<file path="src/rtl/alu_issue_ctrl_if.sv">
// alu_issue_ctrl_if: instruction handshake, ALU operand/result and writeback report bundle.
// master = the controller, slave = instruction source plus combinational ALU.
interface alu_issue_ctrl_if #(
    parameter int DATA_W = 16
);
    logic              instr_valid;
    logic              instr_ready;
    logic [15:0]       instr;
    logic [DATA_W-1:0] alu_x;
    logic [DATA_W-1:0] alu_y;
    logic [2:0]        alu_op;
    logic              alu_cin;
    logic [DATA_W-1:0] alu_out;
    logic              alu_cout;
    logic              alu_lt;
    logic              alu_eq;
    logic              alu_gt;
    logic              res_valid;
    logic [DATA_W-1:0] res_data;
    logic [3:0]        res_flags;
    logic              illegal;

    modport master (
        input  instr_valid, instr, alu_out, alu_cout, alu_lt, alu_eq, alu_gt,
        output instr_ready, alu_x, alu_y, alu_op, alu_cin, res_valid, res_data, res_flags, illegal
    );

    modport slave (
        output instr_valid, instr, alu_out, alu_cout, alu_lt, alu_eq, alu_gt,
        input  instr_ready, alu_x, alu_y, alu_op, alu_cin, res_valid, res_data, res_flags, illegal
    );
endinterface

</file>
<file path="src/rtl/alu_issue_ctrl.sv">
// alu_issue_ctrl: issues one register-file instruction at a time to a combinational ALU and writes back.
// Optional ALU_ISSUE_R0ZERO_EN: register 0 reads as zero and ignores all writes.
module alu_issue_ctrl #(
    parameter int DATA_W   = 16,
    parameter int NREG     = 8,
    parameter bit CARRY_IN = 1'b1
) (
    input  logic              clk,
    input  logic              rst_n,
    alu_issue_ctrl_if.master  bus,
    input  logic              rf_we,
    input  logic [2:0]        rf_waddr,
    input  logic [DATA_W-1:0] rf_wdata,
    input  logic [2:0]        rf_raddr,
    output logic [DATA_W-1:0] rf_rdata
);
    typedef enum logic [1:0] {IDLE, ISSUE, WB} state_t;

    state_t            state, state_nx;
    logic [DATA_W-1:0] rf [NREG];
    logic [DATA_W-1:0] x_q, y_q, res_q;
    logic [2:0]        op_q, rd_q;
    logic [3:0]        flags_q;
    logic              uc_q, carry_q, illegal_q;
    logic              accept, legal, in_issue, wb_we, pl_we;
    logic              unused_bits;

    assign unused_bits = ^bus.instr[3:1];

    always_comb begin
        accept          = state == IDLE && bus.instr_valid;
        legal           = ~bus.instr[15];
        in_issue        = state == ISSUE;
        state_nx        = state == IDLE ? (accept && legal ? ISSUE : IDLE) : in_issue ? WB : IDLE;
        bus.instr_ready = state == IDLE && rst_n;
        bus.alu_x       = in_issue ? x_q : '0;
        bus.alu_y       = in_issue ? y_q : '0;
        bus.alu_op      = in_issue ? op_q : 3'd0;
        bus.alu_cin     = in_issue & CARRY_IN & uc_q & carry_q;
        bus.res_valid   = state == WB;
        bus.res_data    = res_q;
        bus.res_flags   = flags_q;
        bus.illegal     = illegal_q;
`ifdef ALU_ISSUE_R0ZERO_EN
        wb_we           = state == WB && rd_q != 3'd0;
        pl_we           = state == IDLE && rf_we && rf_waddr != 3'd0;
`else
        wb_we           = state == WB;
        pl_we           = state == IDLE && rf_we;
`endif
        rf_rdata        = rf[rf_raddr];
    end

    // operands are read at acceptance, so a same-cycle preload is seen only by later instructions
    always_ff @(posedge clk or negedge rst_n) begin
        if (!rst_n) begin
            state     <= IDLE;
            x_q       <= '0;
            y_q       <= '0;
            res_q     <= '0;
            op_q      <= '0;
            rd_q      <= '0;
            flags_q   <= '0;
            uc_q      <= 1'b0;
            carry_q   <= 1'b0;
            illegal_q <= 1'b0;
            for (int i = 0; i < NREG; i++) rf[i] <= '0;
        end else begin
            state     <= state_nx;
            illegal_q <= accept & ~legal;
            if (accept) begin
                op_q <= bus.instr[15:13];
                rd_q <= bus.instr[12:10];
                x_q  <= rf[bus.instr[9:7]];
                y_q  <= rf[bus.instr[6:4]];
                uc_q <= bus.instr[0];
            end
            if (in_issue) begin
                res_q   <= bus.alu_out;
                flags_q <= {bus.alu_cout, bus.alu_lt, bus.alu_eq, bus.alu_gt};
            end
            if (wb_we) rf[rd_q] <= res_q;
            if (state == WB) carry_q <= flags_q[3];
            if (pl_we) rf[rf_waddr] <= rf_wdata;
        end
    end
endmodule

</file>
<file path="src/flat_wrapper.sv">
// flat-port wrapper written by rule: the top's interface ports become plain ports
module alu_issue_ctrl_flat 
#(
    parameter int DATA_W   = 16,
    parameter int NREG     = 8,
    parameter bit CARRY_IN = 1'b1
)
  (clk, rst_n, rf_we, rf_waddr, rf_wdata, rf_raddr, rf_rdata, bus_instr_valid, bus_instr, bus_alu_out, bus_alu_cout, bus_alu_lt, bus_alu_eq, bus_alu_gt, bus_instr_ready, bus_alu_x, bus_alu_y, bus_alu_op, bus_alu_cin, bus_res_valid, bus_res_data, bus_res_flags, bus_illegal);
  alu_issue_ctrl_if #(.DATA_W(DATA_W)) bus_i ();
  input  logic clk;
  input  logic rst_n;
  input  logic rf_we;
  input  logic [2:0] rf_waddr;
  input  logic [DATA_W-1:0] rf_wdata;
  input  logic [2:0] rf_raddr;
  output logic [DATA_W-1:0] rf_rdata;
  input wire logic [$bits(bus_i.instr_valid)-1:0] bus_instr_valid;
  input wire logic [$bits(bus_i.instr)-1:0] bus_instr;
  input wire logic [$bits(bus_i.alu_out)-1:0] bus_alu_out;
  input wire logic [$bits(bus_i.alu_cout)-1:0] bus_alu_cout;
  input wire logic [$bits(bus_i.alu_lt)-1:0] bus_alu_lt;
  input wire logic [$bits(bus_i.alu_eq)-1:0] bus_alu_eq;
  input wire logic [$bits(bus_i.alu_gt)-1:0] bus_alu_gt;
  output wire logic [$bits(bus_i.instr_ready)-1:0] bus_instr_ready;
  output wire logic [$bits(bus_i.alu_x)-1:0] bus_alu_x;
  output wire logic [$bits(bus_i.alu_y)-1:0] bus_alu_y;
  output wire logic [$bits(bus_i.alu_op)-1:0] bus_alu_op;
  output wire logic [$bits(bus_i.alu_cin)-1:0] bus_alu_cin;
  output wire logic [$bits(bus_i.res_valid)-1:0] bus_res_valid;
  output wire logic [$bits(bus_i.res_data)-1:0] bus_res_data;
  output wire logic [$bits(bus_i.res_flags)-1:0] bus_res_flags;
  output wire logic [$bits(bus_i.illegal)-1:0] bus_illegal;
  assign bus_i.instr_valid = bus_instr_valid;
  assign bus_i.instr = bus_instr;
  assign bus_i.alu_out = bus_alu_out;
  assign bus_i.alu_cout = bus_alu_cout;
  assign bus_i.alu_lt = bus_alu_lt;
  assign bus_i.alu_eq = bus_alu_eq;
  assign bus_i.alu_gt = bus_alu_gt;
  assign bus_instr_ready = bus_i.instr_ready;
  assign bus_alu_x = bus_i.alu_x;
  assign bus_alu_y = bus_i.alu_y;
  assign bus_alu_op = bus_i.alu_op;
  assign bus_alu_cin = bus_i.alu_cin;
  assign bus_res_valid = bus_i.res_valid;
  assign bus_res_data = bus_i.res_data;
  assign bus_res_flags = bus_i.res_flags;
  assign bus_illegal = bus_i.illegal;
  alu_issue_ctrl #(.DATA_W(DATA_W), .NREG(NREG), .CARRY_IN(CARRY_IN)) u_core (.clk(clk), .rst_n(rst_n), .bus(bus_i), .rf_we(rf_we), .rf_waddr(rf_waddr), .rf_wdata(rf_wdata), .rf_raddr(rf_raddr), .rf_rdata(rf_rdata));
endmodule
</file>
<file path="config.mk">
export PLATFORM = sky130hd
export DESIGN_NAME = alu_issue_ctrl_flat
export DESIGN_NICKNAME = d
export VERILOG_FILES = /design/src/rtl/alu_issue_ctrl_if.sv /design/src/rtl/alu_issue_ctrl.sv /design/src/flat_wrapper.sv
export SDC_FILE = /design/constraint.sdc
export NUM_CORES = 1
export LEC_CHECK = 0
export CORE_MARGIN = 3
export CORE_UTILIZATION = 39
export DETAILED_ROUTE_END_ITERATION = 12
export PLACE_DENSITY = 0.62
export SLEW_MARGIN = 20
export SYNTH_ARGS = -nofsm -noshare
export SYNTH_HDL_FRONTEND = slang
export SYNTH_SLANG_ARGS = --single-unit
</file>
<file path="constraint.sdc">
create_clock -name clk -period 2.3 [get_ports clk]
set_input_delay 0.46 -clock clk [delete_from_list [all_inputs] [get_ports clk]]
set_output_delay 0.46 -clock clk [all_outputs]
set_load 0.05 [all_outputs]
</file>
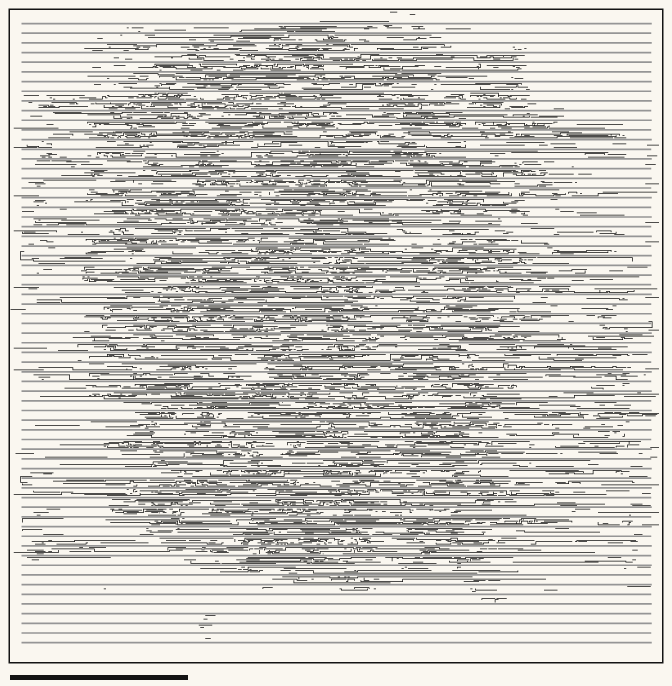
Figure 1: M1 wires.
Bar = 50 um. Supply wires on this layer in gray.
share of all routed wire	41%
main direction	horizontal
wire length on this layer	21.1 mm
longest straight run	62.1 um

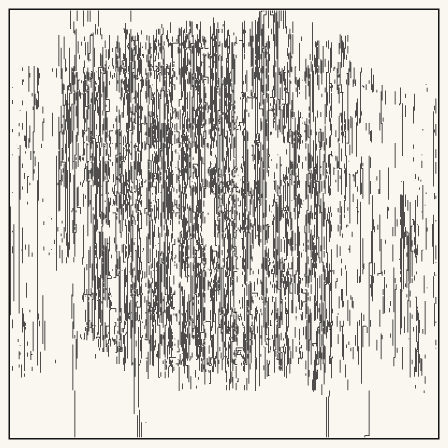
Figure 2: met2 routing.
share of all routed wire	39%
wire length on this layer	19800 um
nets with wire on the layer	1180

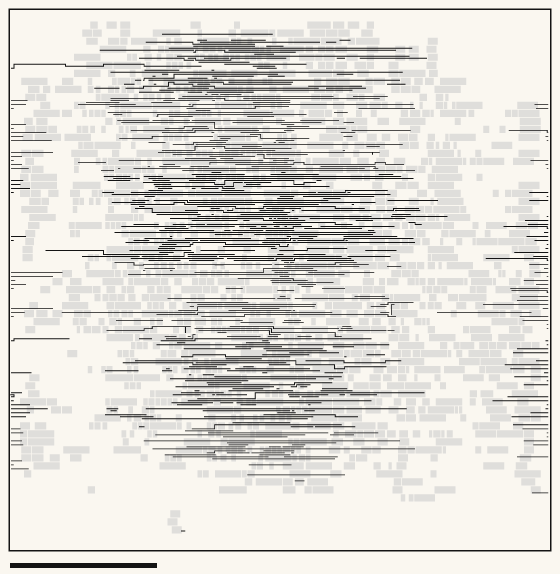
Figure 3: M3 wires.
Bar = 50 um.
share of all routed wire	18%
nets with wire on the layer	371
wire length on this layer	9120 um
main direction	horizontal

==> flow_summary.json <==
{
  "place_hpwl_mm": 32.93,
  "required_ps": 1840,
  "clkLatencyLatePin_ps": 460,
  "cp-endpoint": "rf_rdata[6]",
  "cp-start-kind": "flip-flop",
  "numCtsBuffers": 17,
  "lay_top_count": "dfrtp_1",
  "cts_tree": "yes",
  "power_mw": 17.02,
  "dieHeight_um": 183.3,
  "yosys-stat-area_sq_mm": 0.01226,
  "drive_above_1_share_pct": 28.48,
  "dp_cells": 1745,
  "finish.utilization_pct": 51.48,
  "ff2ff_path_depth": 4,
  "r2r_start": "u_core.state[1]",
  "h-tree-depth": 4,
  "placed_area_sq_mm": 0.01461,
  "cts.clk_slew.worst_paths_ps": 80,
  "power_density_mw_per_mm2": 1072,
  "grt_pass1_vias": 11543,
  "ant_nets": 0,
  "netlist_instances": 1292,
  "top_area_share_pct": 38.98,
  "top_cells_by_count": "191 x dfrtp_1, 129 x nand3_1, 128 x nor3_1, 127 x o21ai_0, 118 x a31oi_1",
  "top_cells_by_area": "dfrtp_1 39%, mux2_2 6.6%, a31oi_1 6.0%",
  "finalSetupViolCount": 9,
  "grtUsageTotal_pct": 29.66,
  "fp_util_pct": 39.78,
  "outcome": "finished, violations left",
  "peakVddDrop_uv": 664.7,
  "r2r_slack_ps": 410,
  "crit_fanout": 2,
  "path_class": "flip-flop to output port",
  "cap_violations": 0,
  "failed_checks": "setup timing",
  "totalWireLength_mm": 50.89,
  "syn_nets": 1354,
  "fin_tns_setup_ps": -132.8,
  "finalHoldViolCount": 0,
  "io_pins": 137,
  "chipArea_sq_mm": 0.03361,
  "cp.arrival_ps": 1870,
  "postSynthSeqShare_pct": 38.98,
  "fin_skew_ps": 21.38,
  "async_flop_share_pct": 100.0,
  "fin_ws_ps": -27.34,
  "drcViolationCount": 0,
  "largest_area_cell": "dfrtp_1",
  "register_area_sq_mm": 0.004808
}
[kinds of logic (layout without fill, tap and decap cells)]
kind of cell,count (synthesis),count (layout),share of synthesized area (%)
and+or+nand+nor,364,364,15.35
AOI/OAI and AO/OA,353,353,18.20
muxes,203,203,20.93
DFF,191,191,38.98
buffers and inverters,181,339,6.550
other,0,1,0
[what timing repair did]
item                                   in CTS  in global routing
resized                                    46                 18
setup endpoints to repair                  24                 18
gates cloned                                1                  0
endpoints found under the hold margin      12                  0
setup buffers                              50                 17
hold buffers                                1                  0
[power by group]
group / switching [mW] / total [mW] / internal (mW)
combinational: 4.31 / 7.94 / 3.62
clock: 1.53 / 3.08 / 1.54
sequential: 1.47 / 6.01 / 4.54
[registers in the layout, summed over array words and instances, names as in the netlist]
register              count
u_core.bus.res_data      16
u_core.op_q               3
u_core.rf               128
u_core.bus.res_flags      4
u_core.uc_q               1
u_core.rd_q               3
u_core.bus.illegal        1
u_core.state              2
u_core.x_q               16
u_core.carry_q            1
u_core.y_q               16
[critical path, stage by stage (launching register included)]
cell and delay (ps):
dfrtp_1 460, mux4_2 480, mux2_4 310, buf_6 160
[cell type report]
| type | count | share of cell area [%] |
|---|---|---|
| clock buffers | 19 | 2.728 |
| well taps | 396 | 3.122 |
| diodes | 1 | 0.01577 |
| multi-input cells | 920 | 42.54 |
| inverters | 1 | 0.02365 |
| clock inverters | 13 | 0.9382 |
| repair buffers | 306 | 20.33 |
| flip-flops and latches | 191 | 30.30 |
[routing by layer]
layer	global-route usage [%]	part of all wire (%)	vias to the layer above
met2	39.35	39	1008
met1	42.57	41	6008
met3	16.74	18	90
met4	4.753	1.7	2
li1	-	-	5170
met5	1.000	0.083	-
